$ cat src/rtl/dram_arb_pkg.sv
// Shared types, default widths and sizing helpers for the N-channel DRAM arbiter.
package dram_arb_pkg;

  localparam int unsigned DEF_AW = 21;
  localparam int unsigned DEF_DW = 16;

  // Channel index field of the read tag is sized for the largest supported NCH (8).
  localparam int unsigned CH_IDX_W = 3;

  typedef struct packed {
    logic                valid;
    logic [CH_IDX_W-1:0] ch;
  } rd_tag_t;

  localparam int unsigned TAG_W = 1 + CH_IDX_W;

  // Ceiling log2; returns 0 for n <= 1.
  function automatic int unsigned log2_ceil(input int unsigned n);
    int unsigned w;
    w = 0;
    for (int unsigned i = 0; i < 31; i++) begin
      if ((32'd1 << i) < n) w = i + 1;
    end
    return w;
  endfunction

  // Pointer width, never narrower than one bit so NCH=1 still has a legal vector.
  function automatic int unsigned ptr_w(input int unsigned n);
    return (n < 2) ? 1 : log2_ceil(n);
  endfunction

endpackage

$ cat src/rtl/dram_arbiter_nch_rr_pick.sv
// Rotate-priority encoder: first requester above 'last', wrapping modulo NCH.
module rr_pick
  import dram_arb_pkg::*;
#(
  parameter int unsigned NCH = 4,
  parameter int unsigned PW  = ptr_w(NCH)
) (
  input  logic [NCH-1:0] req,
  input  logic [PW-1:0]  last,
  output logic [NCH-1:0] grant_c,
  output logic [PW-1:0]  idx_c,
  output logic           any_c
);

  logic [NCH-1:0] rot;
  int unsigned    sum;

  // Rotate so bit 0 is channel last+1, take the lowest set bit, map back to a channel.
  always_comb begin
    grant_c = '0;
    idx_c   = '0;
    any_c   = 1'b0;
    sum     = 0;
    rot     = NCH'({req, req} >> (32'(last) + 32'd1));
    for (int unsigned j = 0; j < NCH; j++) begin
      if (!any_c && rot[j]) begin
        any_c = 1'b1;
        sum   = 32'(last) + j + 32'd1;
        if (sum >= NCH) sum = sum - NCH;
        idx_c = PW'(sum);
      end
    end
    for (int unsigned i = 0; i < NCH; i++) begin
      grant_c[i] = any_c && (idx_c == PW'(i));
    end
  end

endmodule

$ cat src/rtl/dram_arbiter_nch.sv
// N-channel round-robin arbiter in front of the single DRAM controller port.
// One grant per DRAM cycle (dram_cbeg), read data steered back by a one-deep tag.
// Optional build macro DRAM_ARB_CH0_PRIO_EN: channel 0 (video) pre-empts the
// round-robin whenever it requests and does not move the pointer.
module dram_arbiter_nch
  import dram_arb_pkg::*;
#(
  parameter int unsigned NCH = 4,
  parameter int unsigned AW  = DEF_AW,
  parameter int unsigned DW  = DEF_DW
) (
  input  logic                  fclk,
  input  logic                  rst,
  input  logic                  dram_cbeg,
  input  logic                  dram_rrdy,
  input  logic [DW-1:0]         dram_rddata,
  output logic                  dram_req,
  output logic                  dram_rnw,
  output logic [AW-1:0]         dram_addr,
  output logic [DW-1:0]         dram_wrdata,
  output logic [DW/8-1:0]       dram_bsel,
  input  logic [NCH-1:0]        ch_req,
  input  logic [NCH-1:0]        ch_rnw,
  input  logic [NCH*AW-1:0]     ch_addr,
  input  logic [NCH*DW-1:0]     ch_wrdata,
  input  logic [NCH*DW/8-1:0]   ch_bsel,
  output logic [NCH-1:0]        ch_ack,
  output logic [NCH-1:0]        ch_rdstb,
  output logic [DW-1:0]         rddata
);

  localparam int unsigned BW = DW / 8;
  localparam int unsigned PW = ptr_w(NCH);

  logic [PW-1:0]  last_grant;
  logic [NCH-1:0] rr_req;
  logic [NCH-1:0] rr_grant;
  logic [PW-1:0]  rr_idx;
  logic           rr_any;

  logic           win_any;
  logic [PW-1:0]  win_idx;
  logic [NCH-1:0] win_onehot;
  logic           win_upd_ptr;
  logic           win_rnw;
  logic [AW-1:0]  win_addr;
  logic [DW-1:0]  win_wrdata;
  logic [BW-1:0]  win_bsel;

  rd_tag_t        tag;
  logic [NCH-1:0] tag_onehot;

`ifdef DRAM_ARB_CH0_PRIO_EN
  // Channel 0 is handled by the override, the rotation only sees channels 1..NCH-1.
  assign rr_req = ch_req & ~NCH'(1);
`else
  assign rr_req = ch_req;
`endif

  rr_pick #(
    .NCH (NCH),
    .PW  (PW)
  ) u_rr_pick (
    .req     (rr_req),
    .last    (last_grant),
    .grant_c (rr_grant),
    .idx_c   (rr_idx),
    .any_c   (rr_any)
  );

  // Winner selection (with optional ch0 override) and payload mux.
  always_comb begin
    win_any     = rr_any;
    win_idx     = rr_idx;
    win_onehot  = rr_grant;
    win_upd_ptr = rr_any;
`ifdef DRAM_ARB_CH0_PRIO_EN
    if (ch_req[0]) begin
      win_any     = 1'b1;
      win_idx     = '0;
      win_onehot  = NCH'(1);
      win_upd_ptr = 1'b0;
    end
`endif
    win_rnw    = 1'b1;
    win_addr   = '0;
    win_wrdata = '0;
    win_bsel   = '0;
    for (int unsigned i = 0; i < NCH; i++) begin
      if (win_idx == PW'(i)) begin
        win_rnw    = ch_rnw[i];
        win_addr   = ch_addr[i*AW +: AW];
        win_wrdata = ch_wrdata[i*DW +: DW];
        win_bsel   = ch_bsel[i*BW +: BW];
      end
    end
  end

  // Tag channel decoded to a strobe vector.
  always_comb begin
    tag_onehot = '0;
    for (int unsigned i = 0; i < NCH; i++) begin
      tag_onehot[i] = (tag.ch == CH_IDX_W'(i));
    end
  end

  // Slot issue: latch the winner onto the DRAM port at cbeg and pulse its ack.
  always_ff @(posedge fclk or posedge rst) begin
    if (rst) begin
      dram_req    <= 1'b0;
      dram_rnw    <= 1'b1;
      dram_addr   <= '0;
      dram_wrdata <= '0;
      dram_bsel   <= '0;
      ch_ack      <= '0;
    end else begin
      ch_ack <= '0;
      if (dram_cbeg) begin
        if (win_any) begin
          dram_req    <= 1'b1;
          dram_rnw    <= win_rnw;
          dram_addr   <= win_addr;
          dram_wrdata <= win_wrdata;
          dram_bsel   <= win_bsel;
          ch_ack      <= win_onehot;
        end else begin
          dram_req <= 1'b0;
        end
      end
    end
  end

  // Round-robin pointer follows the last rotating winner.
  always_ff @(posedge fclk or posedge rst) begin
    if (rst) begin
      last_grant <= '0;
    end else if (dram_cbeg && win_upd_ptr) begin
      last_grant <= win_idx;
    end
  end

  // Read return: consume the old tag on rrdy, then load a new one if this slot is a read.
  always_ff @(posedge fclk or posedge rst) begin
    if (rst) begin
      tag      <= '0;
      ch_rdstb <= '0;
      rddata   <= '0;
    end else begin
      ch_rdstb <= '0;
      if (dram_rrdy && tag.valid) begin
        rddata    <= dram_rddata;
        ch_rdstb  <= tag_onehot;
        tag.valid <= 1'b0;
      end
      if (dram_cbeg && win_any && win_rnw) begin
        tag <= '{valid: 1'b1, ch: CH_IDX_W'(win_idx)};
      end
    end
  end

endmodule

$ cat config.mk
export PLATFORM = sky130hd
export DESIGN_NAME = dram_arbiter_nch
export DESIGN_NICKNAME = d
export VERILOG_FILES = /design/src/rtl/dram_arb_pkg.sv /design/src/rtl/dram_arbiter_nch_rr_pick.sv /design/src/rtl/dram_arbiter_nch.sv
export SDC_FILE = /design/constraint.sdc
export NUM_CORES = 1
export LEC_CHECK = 0
export ABC_CLOCK_PERIOD_IN_PS = 4500
export CAP_MARGIN = 15
export CORE_UTILIZATION = 39
export DETAILED_ROUTE_END_ITERATION = 10
export HOLD_SLACK_MARGIN = 0.03
export PLACE_DENSITY = 0.91
export RECOVER_POWER = 25
export SLEW_MARGIN = 20
export SYNTH_ARGS = -nofsm -noshare
export SYNTH_HDL_FRONTEND = slang
export SYNTH_SLANG_ARGS = --single-unit
$ cat constraint.sdc
create_clock -name fclk -period 4.5 [get_ports fclk]
set_clock_uncertainty 0.05 [all_clocks]
set_input_delay 0.9 -clock fclk [delete_from_list [all_inputs] [get_ports fclk]]
set_output_delay 0.9 -clock fclk [all_outputs]
set_load 0.05 [all_outputs]
==> run_1/final_placement.png <==
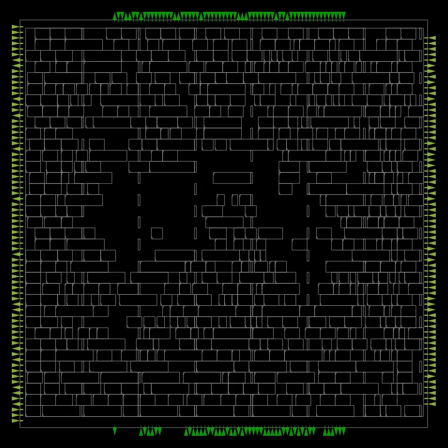
Taps Inserted: 129
FILL cells: 701
Placement Rows: 35
core region area: 9280 um2
count of flip-flops and latches: 70

==> run_1/met3.png <==
Scale: 4 px per um.
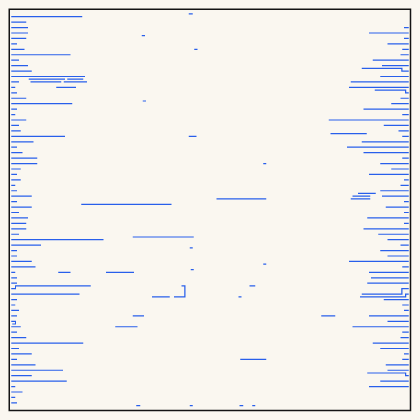
158 nets have wire on it. The layer holds 7.3% of the routed length. The layer carries 919 um of wire.

==> run_1/registers.png <==
Scale: 6 px per um.
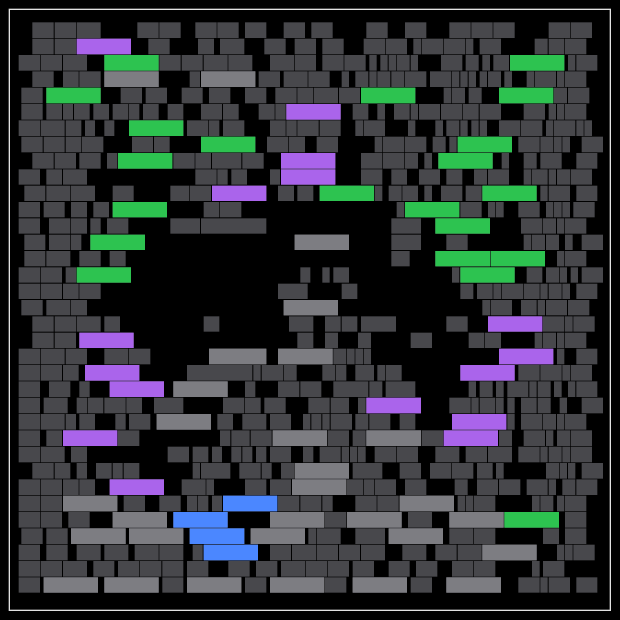
Green shows `dram_addr`, placed flops 21. Blue shows `ch_rdstb`, placed flops 4. Purple shows `dram_wrdata`, placed flops 16.
Another 29 sequential cells are not colored.
sequential share of cell area: 0.267
register area: 1750 um2
sequential logic power: 946 uW
final core utilization: 0.706

==> run_1/metal_stack.png <==
Scale: 4 px per um. Two of the layers only.
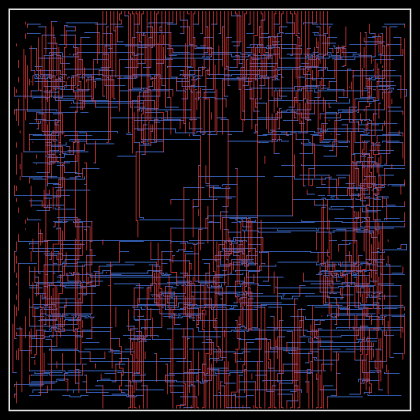
Red shows met2, wire length 6560 um. Blue shows met1, wire length 4810 um.

[run 1: cell type report]
class / instances / area share
multi-input combinational: 293 / 0.282
sequential: 70 / 0.267
clock buffer: 10 / 0.0210
timing repair buffer: 256 / 0.388
clock inverter: 6 / 0.0141
tap: 129 / 0.0246
inverter: 5 / 0.00286
[run 1: cells by family after synthesis]
logic type,share of synthesized area
compound gates,0.170
simple gates,0.195
flops,0.469
buf+inv,0.0438
mux,0.122
[run 1: power breakdown]
part	switching (uW)	internal, uW	total (uW)
clock	260	331	591
combinational	1160	739	1900
sequential	114	832	946
[run 1: worst max-delay path: stages]
cell and delay (ns):
clkdlybuf4s50_1 0.52, and2b_1 0.25, nor2_1 0.26, a21o_2 0.52
buf_4 0.48, nand2_1 0.13, and3_1 0.19, o31ai_1 0.23
==> summary.txt, run 1 <==
Here are the numbers from the latest Yosys + OpenROAD run.

The number of warnings reported in the yosys synthesis log came out at 0. The count of pins over their slew limit is 0. The met2 routed wirelength came out at 6.56 mm. In the routed design, unresolved DRC markers number 0.

The tightest min-delay check is of the reg2reg type. The number of enable flip-flop cells is 0. The placer's final routability congestion estimate came out at a little over 0.8. The flow ran to the end, and the final reports show no timing, DRC or antenna violations. For this design the top-level I/O count stands at roughly 250. In this run the cell area of the synthesized design comes to 3740 um2. The async set or reset register ratio after synthesis came out at 1.00. The slew at the pin closest to its max-slew limit is 1.24 ns. The net count of the finished layout is roughly 820.

The total power density per cell area is 525 nW/um2. The script logs the ratio of routed vias to standard cells as 5.20. The relative slew slack came out at 0.176. The sequential cell area fraction in the yosys report came out at 0.469. The most common library cell in the layout ignoring fill and taps is clkdlybuf4s50_1. The buffer_ports step reported a buffer count of 248. The total count of hold-check failures in the final report came out at 0. Setup repair after global routing left no endpoint under its margin. The shortest period the worst path allows is 3.31 ns.

Post-synthesis, Yosys gives the total cell area as 3740 um2. For the worst min-delay path, the startpoint reported by OpenROAD is dram_rnw$_DFFE_PP1P_. The layout report lists the multi-input gate area as 1850 um2. The timing startpoint of the critical path is ch_req[3]. The largest net degree at the start of global routing is 50.

The number of antenna diodes in the final layout is 0. The worst hold path was traced through 2 stages. The clock sink count came out at 70. TritonCTS built the clock tree. The overall global routing resource usage came out at 0.257. The worst-case IR drop observed on VDD is around 0.00040 V.

The overall power consumption came out at 3440 uW. The end of the worst hold path is dram_rnw$_DFFE_PP1P_. In this run the full chip footprint comes out at 9990 um2. The most used routing layer in global routing is met2.

For this run, global-route usage on met2 was measured as 0.468. The clock insertion delay at the later pin of the skew report is 0.35 ns. The kind of critical path is in2reg.

Buffers added to address setup during post-CTS repair amount to 0. The timing endpoint of the critical path is dram_addr[20]$_DFFE_PP0P_. The register with the most flip-flops in the layout has 21 of them.

The setup slack at placement came out at 0.833 ns. The global routing report lists met1 layer usage as 0.286. The number of global-route vias before repair is 4156. The count of different cell masters after synthesis came out at 27. Yosys instantiated no cell more often than nand2_1. The post-route report lists met1 wire length as 4.81 mm. The highest metal layer carrying signal wires in the routed design is met4. The global route total overflow came out at 0. The setup check on the worst reg-to-reg path leaves a slack of slightly below 2 ns. The initial standard-cell utilization of the core came out at 0.403. Per the post-route antenna check, the number of violating nets is 0. The number of nets in the synthesized netlist is approximately 590.

Summing all placed instances gives a cell area of 6330 um2. The number of buffers inserted by hold repair at cts is 0. The max-cap check violation count is 0. The met3 track utilization from global routing came out at 0.0557. The clock-pin slew reported for the worst setup and hold paths after clock tree synthesis is 0.08 ns. The wire length reported by the detailed router came out at 12.6 mm.

The total instance count after detailed placement is 753. The largest total area in the synthesized netlist belongs to dfrtp_1. Synthesis produced a netlist whose cell count is 402. The main area contributors are dfrtp_1, mux2_2, nand2_1. The post-synthesis average cell area is 9.30 um2.

STA lists the maximum fanout along the critical path as 42. The largest register by flop count is dram_addr. The initial antenna violation count is 0. TritonCTS created 9 clock buffers.

The count of instances resized after the clock tree is built came out at 0. The required time at the worst endpoint is listed as 4.71 ns. The worst register-to-register path ends at dram_addr[20]$_DFFE_PP0P_.
==> run_1/cell_classes.png <==
Scale: 3 px per um.
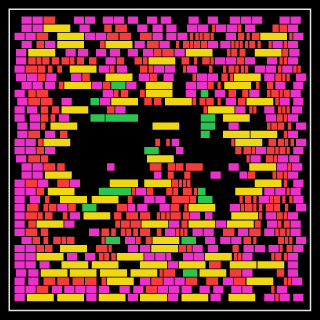

==> inputs of run 2 (changes only) <==
--- a/config.mk
+++ b/config.mk
@@ -5,12 +5,12 @@
 export SDC_FILE = /design/constraint.sdc
 export NUM_CORES = 1
 export LEC_CHECK = 0
-export ABC_CLOCK_PERIOD_IN_PS = 4500
+export ABC_CLOCK_PERIOD_IN_PS = 2700
 export CAP_MARGIN = 15
-export CORE_UTILIZATION = 39
+export CORE_UTILIZATION = 33
 export DETAILED_ROUTE_END_ITERATION = 10
 export HOLD_SLACK_MARGIN = 0.03
-export PLACE_DENSITY = 0.91
+export PLACE_DENSITY = 0.82
 export RECOVER_POWER = 25
 export SLEW_MARGIN = 20
 export SYNTH_ARGS = -nofsm -noshare
==> constraint.sdc (replaced) <==
create_clock -name fclk -period 2.7 [get_ports fclk]
set_clock_uncertainty 0.05 [all_clocks]
set_input_delay 0.54 -clock fclk [delete_from_list [all_inputs] [get_ports fclk]]
set_output_delay 0.54 -clock fclk [all_outputs]
set_load 0.05 [all_outputs]
==> run_2/cell_classes.png <==
Scale: 2 px per um.
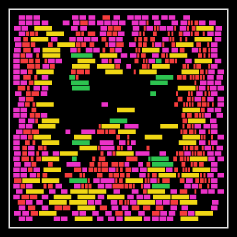
Magenta shows other buffers and delay cells, cells 263, share of their area 40%. Yellow shows flip-flops, cells 70, share of their area 26%. Red shows all other logic, cells 298, share of their area 28%. Green shows clock drivers and dummy loads, cells 16, share of their area 4.9%.
post-route design area: 6800 um2
final core utilization: 0.622
Placement Rows: 38
sequential share of cell area: 0.258

==> run_2/final_placement.png <==
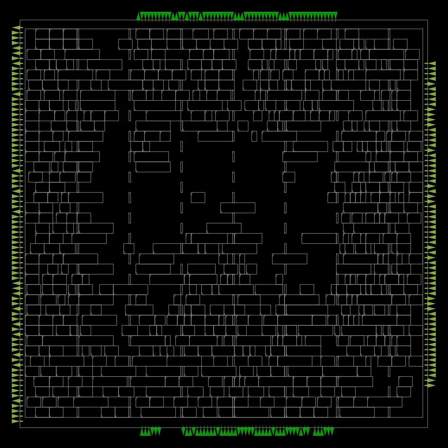
Taps Inserted: 140
core region area: 10900 um2

==> run_2/registers.png <==
Scale: 6 px per um.
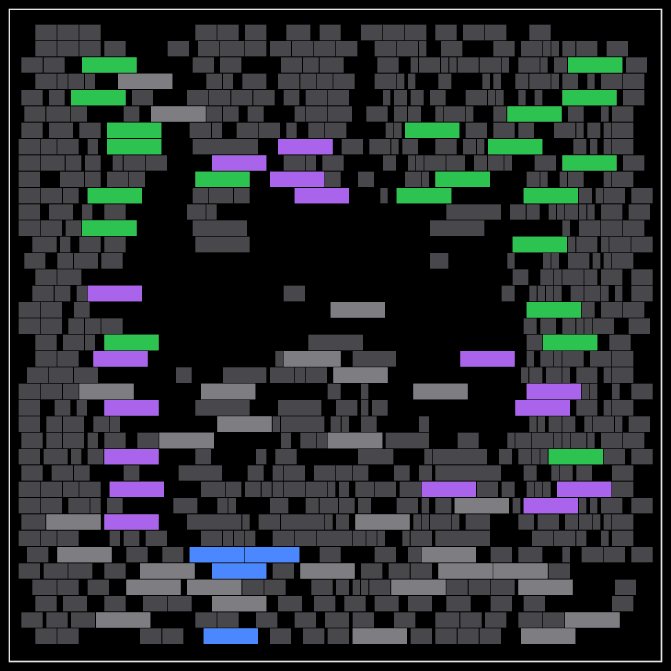
Blue shows `ch_rdstb`, placed flops 4. Purple shows `dram_wrdata`, placed flops 16. Green shows `dram_addr`, placed flops 21.

==> summary.txt, run 2 <==
Here are the numbers from the latest Yosys + OpenROAD run.

The flow ran to the end, and the final reports show no timing, DRC or antenna violations. The number of nets in the synthesized netlist is 586. In this run the worst setup path terminates at tag[0]$_DFFE_PP0P_.

The initial standard-cell utilization of the core came out at 0.342. The met3 track utilization from global routing is 0.0506. The routed metal-1 wirelength is just under 5 mm.

The part of the power in registers came out at 0.259. The longest individual stage delay on the worst path came out at 0.49 ns. met2 is the most crowded layer. The filler cells instantiated in the layout total 940. Of the total synthesized cell area, the portion taken by AND-OR and OR-AND cells is 0.170. The largest net degree at the start of global routing is 63. The required time at the worst-slack endpoint came out at ~2.9 ns. The share of synthesized cell area in full adder, half adder and majority cells is 0. The die height is around 110 um. The overall power consumption is ~6000 uW. After clock tree synthesis, the setup repair step added 0 buffers.

The DRC violation count after routing came out at 0. The routing usage on met2 is 0.408. Counting buffers and inverters, the worst setup path is 7 cells deep. The count of different cell masters after synthesis came out at 27.

For this run, the register share of the synthesized area comes to 0.469. The count of buffers inserted at the top-level ports came out at 248. The met1 layer usage reported by global route is 0.242. The number of enable flip-flop cells came out at 0.

Setup repair after global routing left no endpoint under its margin. The wire length reported by the detailed router is 12.9 mm. The shortest period the worst path allows is approximately 2.4 ns. The clock sink count is 70.

The relative contribution of combinational cells to total power came out at 0.532. Sorting the Yosys area breakdown by cell type puts at the top dfrtp_1. The summed negative setup slack over all endpoints came out at 0 ns.

For hold timing, the worst endpoint is dram_addr[4]$_DFFE_PP0P_. The placer's final routability congestion estimate came out at 0.851. The gate count of the mapped netlist is roughly 400. The register with the most flip-flops in the final layout is dram_addr.

The chip footprint is 11800 um2. Per the cell usage report, the commonest logic cell in the layout is clkdlybuf4s50_1. Using the TritonRoute via totals, the vias-per-cell ratio works out to 5.14. The internal cell power came out at 3520 uW. The initial antenna violation count came out at 0. The clock-pin slew reported for the worst setup and hold paths after clock tree synthesis came out at ~0.06 ns. The count of instances resized after the clock tree is built came out at 0. The flip-flop count of the largest register, all copies and words added is 21. The antenna diode instance count came out at 0. The number of global-route vias before repair came to between 4000 and 5000. The leading register cell type out of synthesis is dfrtp_1.

Checking hold timing, the worst path is listed with class reg2reg. Along the worst path, the maximum fanout reaches 5. The TritonCTS clock tree is built. The largest family of logic cells by area is simple AND/OR/NAND/NOR gates.

The top-level I/O count is 249. According to the timing report, the critical path is launched from ch_req[3]. In the power breakdown, the biggest contributor is combinational logic. The report lists the cells along the critical path as clkdlybuf4s50_1 -> and2b_1 -> o21ai_2 -> and3_1 -> mux2i_1 -> a211o_1 -> a211oi_1. IR analysis of the VDD net gives a maximum drop of 0.000497 V.

The xor-xnor portion of the synthesized cell area is 0. The sequential cell area in the final layout came out at 1750 um2. The reg-to-reg setup timing slack is 0.69 ns. The worst path buffer plus inverter count came out at 1.

The sequential power is 1590 uW. On the critical path the largest part of the delay comes from AND-OR/OR-AND gates. The area of the synthesized netlist per yosys stat is between 3000 and 4000 um2. TritonCTS created 9 clock buffers. The worst setup path is of the in2reg kind. Switching power as a fraction of the total was reported as 0.427. The number of buffers inserted by hold repair at cts is 0. The number of warnings reported in the yosys synthesis log is 0. The fraction of the mapped netlist area in simple logic gates is 0.195. For the combinational group, total power comes out at 3270 uW. The max-cap check violation count came out at 0. Timing analysis after detailed placement gives a worst setup slack of 0.0808 ns. The relative slew slack is 0.433. The count of pins over their slew limit is 0. The total standard cell area after synthesis came out at 3740 um2. The power report attributes to the clock group a share of 0.209. For reference, the mux area share after synthesis is 0.122. The largest individual stage delay along the critical path comes from the cell clkdlybuf4s50_1. The worst hold path stage count came out at 2. The total count of hold-check failures in the final report came out at 0.

The global route total overflow is 0. The main area contributors are dfrtp_1, mux2_2, nand2_1. Total global-route track usage over all layers is 0.220. nand2_1 is the most common cell in the netlist. The post-synthesis average cell area came out at 9.30 um2. In this run the power density over the cells is 902 nW/um2. Signal nets in the final route climb as high as met4. The met2 routed wirelength came out at between 6 and 7 mm.
## run 2: cell counts after synthesis
Identical to the previous run, type by type.
## run 2: cell families (layout without fill, tap and decap cells)
family,Yosys count,count (layout)
multiplexers,41,41
AND/OR/NAND/NOR,159,159
flip-flops,70,70
AND-OR/OR-AND,93,93
buffers and inverters,39,284
## run 2: area by class of cell
type                       instances  share of cell area
clock buffer                      10              0.0337
clock inverter                     6              0.0138
inverter                           5             0.00276
multi-input combinational        293               0.272
sequential                        70               0.258
tap                              140              0.0258
timing repair buffer             263               0.394
## run 2: stage by stage
stage / instance area [um2] / hold slack [ns]
after floorplan: 3740 / 0.405
after global placement: 6490 / 0.409
after detailed placement: 6490 / 0.415
after CTS: 6810 / 0.392
after global routing: 6800 / 0.443
final: 6800 / 0.424
No activity file was given, so power comes from the tool's default toggle rates.
